**Signal wires on met3**

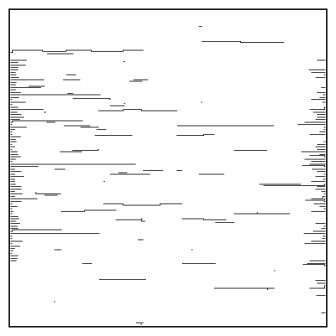
**Track usage over the die**

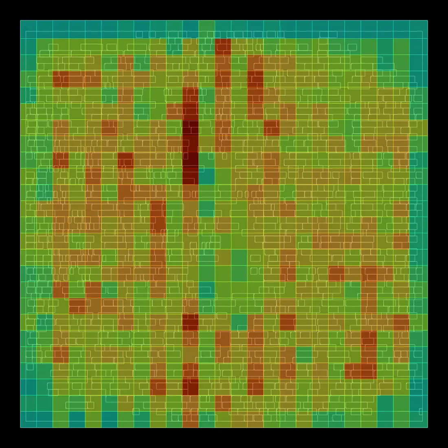
**M1 wires**

Scale bar: 50 um.
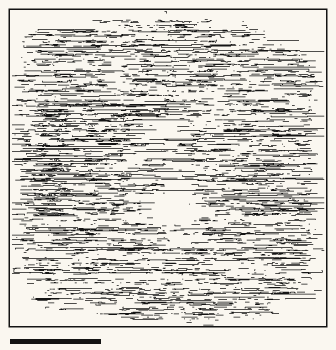
**M4 wires**

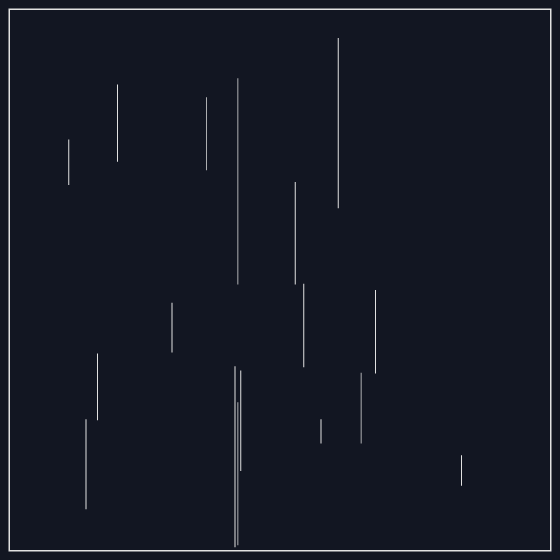
<file path="src/rtl/ifetch_ctrl.sv">
// Instruction-fetch controller: drives the IMEM word address, queues
// {pc, instr} pairs in a prefetch FIFO for decode, services PC redirects
// and shares the single IMEM read port with a debug read requester.
module ifetch_ctrl #(
  parameter int unsigned DEPTH    = 4,
  parameter logic [31:0] RESET_PC = 32'h0000_0000
) (
  input  logic                     clk,
  input  logic                     rst_n,
  output logic [29:0]              imem_addr,
  input  logic [31:0]              imem_instr,
  input  logic                     redirect_valid,
  input  logic [31:0]              redirect_pc,
  output logic                     out_valid,
  input  logic                     out_ready,
  output logic [31:0]              out_instr,
  output logic [31:0]              out_pc,
  input  logic                     dbg_req,
  input  logic [29:0]              dbg_addr,
  output logic                     dbg_ack,
  output logic [31:0]              dbg_data,
  output logic [$clog2(DEPTH):0]   fifo_count
);

  localparam int unsigned AW = $clog2(DEPTH);
  localparam int unsigned CW = AW + 1;

  typedef enum logic {
    ARB_FETCH   = 1'b0,
    ARB_DBG_ACK = 1'b1
  } arb_state_e;

  arb_state_e       state_q, state_d;
  logic [31:0]      fetch_pc_q, fetch_pc_d;
  logic [CW-1:0]    count_q, count_d;
  logic [AW-1:0]    rd_ptr_q, rd_ptr_d;
  logic [AW-1:0]    wr_ptr_q, wr_ptr_d;
  logic [31:0]      dbg_data_q;
  logic [31:0]      mem_instr_q [DEPTH];
  logic [31:0]      mem_pc_q    [DEPTH];

  logic             dbg_gnt;
  logic             push;
  logic             pop;
  logic             unused_redirect_lsbs;

  assign unused_redirect_lsbs = ^redirect_pc[1:0];

  // Arbiter: debug wins in FETCH, the following cycle is the ack slot.
  always_comb begin
    state_d = state_q;
    dbg_gnt = 1'b0;
    dbg_ack = 1'b0;
    case (state_q)
      ARB_FETCH: begin
        dbg_gnt = dbg_req;
        if (dbg_req) state_d = ARB_DBG_ACK;
      end
      ARB_DBG_ACK: begin
        dbg_ack = 1'b1;
        state_d = ARB_FETCH;
      end
      default: state_d = ARB_FETCH;
    endcase
  end

  // IMEM port mux and FIFO handshake decode.
  always_comb begin
    imem_addr  = dbg_gnt ? dbg_addr : fetch_pc_q[31:2];
    push       = !dbg_gnt && !redirect_valid && (count_q < CW'(DEPTH));
    out_valid  = (count_q != '0) && !redirect_valid;
    pop        = out_valid && out_ready;
    out_instr  = mem_instr_q[rd_ptr_q];
    out_pc     = mem_pc_q[rd_ptr_q];
    dbg_data   = dbg_data_q;
    fifo_count = count_q;
  end

  // Next fetch PC, pointers and occupancy; redirect overrides push/pop.
  always_comb begin
    fetch_pc_d = fetch_pc_q;
    count_d    = count_q;
    rd_ptr_d   = rd_ptr_q;
    wr_ptr_d   = wr_ptr_q;
    if (redirect_valid) begin
      fetch_pc_d = {redirect_pc[31:2], 2'b00};
      count_d    = '0;
      rd_ptr_d   = '0;
      wr_ptr_d   = '0;
    end else begin
      if (push) begin
        wr_ptr_d   = wr_ptr_q + AW'(1);
        fetch_pc_d = fetch_pc_q + 32'd4;
      end
      if (pop) rd_ptr_d = rd_ptr_q + AW'(1);
      count_d = count_q + CW'(push) - CW'(pop);
    end
  end

  // Control state registers.
  always_ff @(posedge clk or negedge rst_n) begin
    if (!rst_n) begin
      state_q    <= ARB_FETCH;
      fetch_pc_q <= RESET_PC;
      count_q    <= '0;
      rd_ptr_q   <= '0;
      wr_ptr_q   <= '0;
      dbg_data_q <= '0;
    end else begin
      state_q    <= state_d;
      fetch_pc_q <= fetch_pc_d;
      count_q    <= count_d;
      rd_ptr_q   <= rd_ptr_d;
      wr_ptr_q   <= wr_ptr_d;
      if (dbg_gnt) dbg_data_q <= imem_instr;
    end
  end

  // Prefetch FIFO storage, written on push at the write pointer.
  always_ff @(posedge clk or negedge rst_n) begin
    if (!rst_n) begin
      for (int unsigned i = 0; i < DEPTH; i++) begin
        mem_instr_q[i] <= '0;
        mem_pc_q[i]    <= '0;
      end
    end else if (push) begin
      mem_instr_q[wr_ptr_q] <= imem_instr;
      mem_pc_q[wr_ptr_q]    <= fetch_pc_q;
    end
  end

endmodule

</file>
<file path="config.mk">
export PLATFORM = sky130hd
export DESIGN_NAME = ifetch_ctrl
export DESIGN_NICKNAME = d
export VERILOG_FILES = /design/src/rtl/ifetch_ctrl.sv
export SDC_FILE = /design/constraint.sdc
export NUM_CORES = 1
export LEC_CHECK = 0
export CORE_MARGIN = 2
export CORE_UTILIZATION = 50
export DETAILED_ROUTE_END_ITERATION = 10
export GPL_ROUTABILITY_DRIVEN = 0
export HOLD_SLACK_MARGIN = 0.06
export PLACE_DENSITY = 0.73
export SLEW_MARGIN = 10
export SYNTH_ARGS = -nofsm -noshare
export SYNTH_HDL_FRONTEND = slang
export SYNTH_SLANG_ARGS = --single-unit
</file>
<file path="constraint.sdc">
create_clock -name clk -period 4.1 [get_ports clk]
set_input_delay 0.41 -clock clk [delete_from_list [all_inputs] [get_ports clk]]
set_output_delay 0.41 -clock clk [all_outputs]
set_load 0.1 [all_outputs]
</file>
==> results.txt <==
Status of the implementation.

- The data required time reported for the critical path is 3.69 ns.
- In the post-synthesis netlist, the cell with the most instances is dfrtp_1.
- Counting I/O delays and the setup requirement, the final critical path takes 3.403 ns.
- Looking at the VDD voltage map, the peak drop is 694.9 uV.
- The synthesized instance count is 954.
- The register-to-register path setup slack is 1.55 ns, for reference.
- STA classifies the critical path startpoint as a register.
- The number of levels the H-tree was split into is 2, for reference.
- The sequential element share of the synthesized area is 0.5551, for reference.
- Per the detail_route report, routed wire per instance is 20.10 um.
- The area fraction of the largest cell type after synthesis is 0.5551.
- The critical path starts at rd_ptr_q[0].
- The buffers plus inverters on the worst setup path is 1, for reference.
- The worst-case hold slack is 0.2955 ns, for reference.
- The static leakage is 7.811 nW, for reference.
- After floorplanning, the core was sized to cover 28010 um2.
- The average cell area after synthesis is 15.03 um2, for reference.
- The logic depth of the worst register-to-register path is 9, for reference.
- The post-route standard cell area excluding fillers is 18010 um2, for reference.
- The start of the worst register-to-register path is fifo_count[2], for reference.
- The critical register-to-register path endpoint is fifo_count[2], for reference.
- The design draws 0.01622 W.
- The iteration count recorded for the first detailed-route pass is 6.
- The critical path in this run is classified as register to output pin.
- The I/O pin count is 230, for reference.
- Of all cell types, the one taking the most synthesized area is dfrtp_1.
- For reference, the final report shows the max-slew violation count at 0.
- The share of the clock period used by the worst path is 0.8301, for reference.
- The area figure in the yosys stat output is 14330 um2, for reference.
- Once detail routing completed, the nets flagged for antenna violations numbered 0.
- The area added between synthesis and finish is 25.67%, for reference.
- The flow ran to the end, and the final reports show no timing, DRC or antenna violations.
- The deepest clock path buffer count is 3, for reference.
- The final cell count without fillers is 1568, for reference.
About 'signal wires on met3':
longest straight run	68.3 um
main direction	horizontal
nets with wire on the layer	174
wire length on this layer	1750 um

About 'track usage over the die':
routing usage on met2: 0.3495
routing usage on met1: 0.3027
met3 routing resource usage after global routing: 0.04825

About 'M1 wires':
longest straight run	63.0 um
wire length on this layer	14400 um
nets with wire on the layer	1110
count of vias placed by the detailed router: 8685
post-detailed-routing wire length: 31520 um

About 'M4 wires':
nets with wire on the layer	9
longest straight run	66.0 um

[registers in the layout, summed over array words and instances (netlist names)]
name	cells
fetch_pc_q	30
dbg_data	32
mem_pc_q	120
state_q	1
fifo_count	3
wr_ptr_q	2
rd_ptr_q	2
mem_instr_q	128
[per-layer routing]
layer	global-route usage	up-vias	wire, um
met4	0.04414	0	507
li1	-	3902	-
met5	0	-	0
met3	0.04825	39	1751
met1	0.3027	4507	14400
met2	0.3495	237	14860
[logic make-up (layout without fill, tap and decap cells)]
group / count (synthesis) / after routing / share of synthesized area
other: 1 / 3 / 0.0002616
AOI/OAI and AO/OA: 39 / 39 / 0.01484
DFF: 318 / 318 / 0.5551
muxes: 370 / 370 / 0.3392
adders and majority gates: 8 / 8 / 0.007506
xor gates and xnor gates: 29 / 29 / 0.01772
and+or+nand+nor: 110 / 110 / 0.04067
buffers and inverters: 79 / 313 / 0.02470
[worst min-delay path: cells and delay by family]
family | cells | cell delay (ns)
simple gates | 1 | 0.08
compound gates | 1 | 0.06
buf+inv | 1 | 0.19
[placed cells by master (no fill, tap or decap), drive strengths merged, types with 6 or more instances in the layout]
master / count
buf: 95
nand3: 11
ha: 7
mux2: 306
dfrtp: 318
nor3: 8
nor2b: 7
nor2: 7
xnor2: 15
mux4: 62
inv: 6
xor2: 14
clkinv: 7
clkbuf: 52
and3: 6
o21ai: 34
clkdlybuf4s50: 150
nand2: 52
[power breakdown]
part / switching (W) / internal [W]
clock: 0.00122 / 0.00199
combinational: 0.00524 / 0.00263
sequential: 0.000735 / 0.00441
total: 0.00719 / 0.00903
[final cells by class]
type	count	area [um2]
multi-input combinational	558	6065
fill	2088	9996
inverter	6	22.52
sequential	318	7965
clock inverter	9	95.09
clock buffer	52	1112
antenna	1	2.502
tap	378	473.0
timing repair buffer	246	2280
Power is estimated from default activity; no workload was simulated.
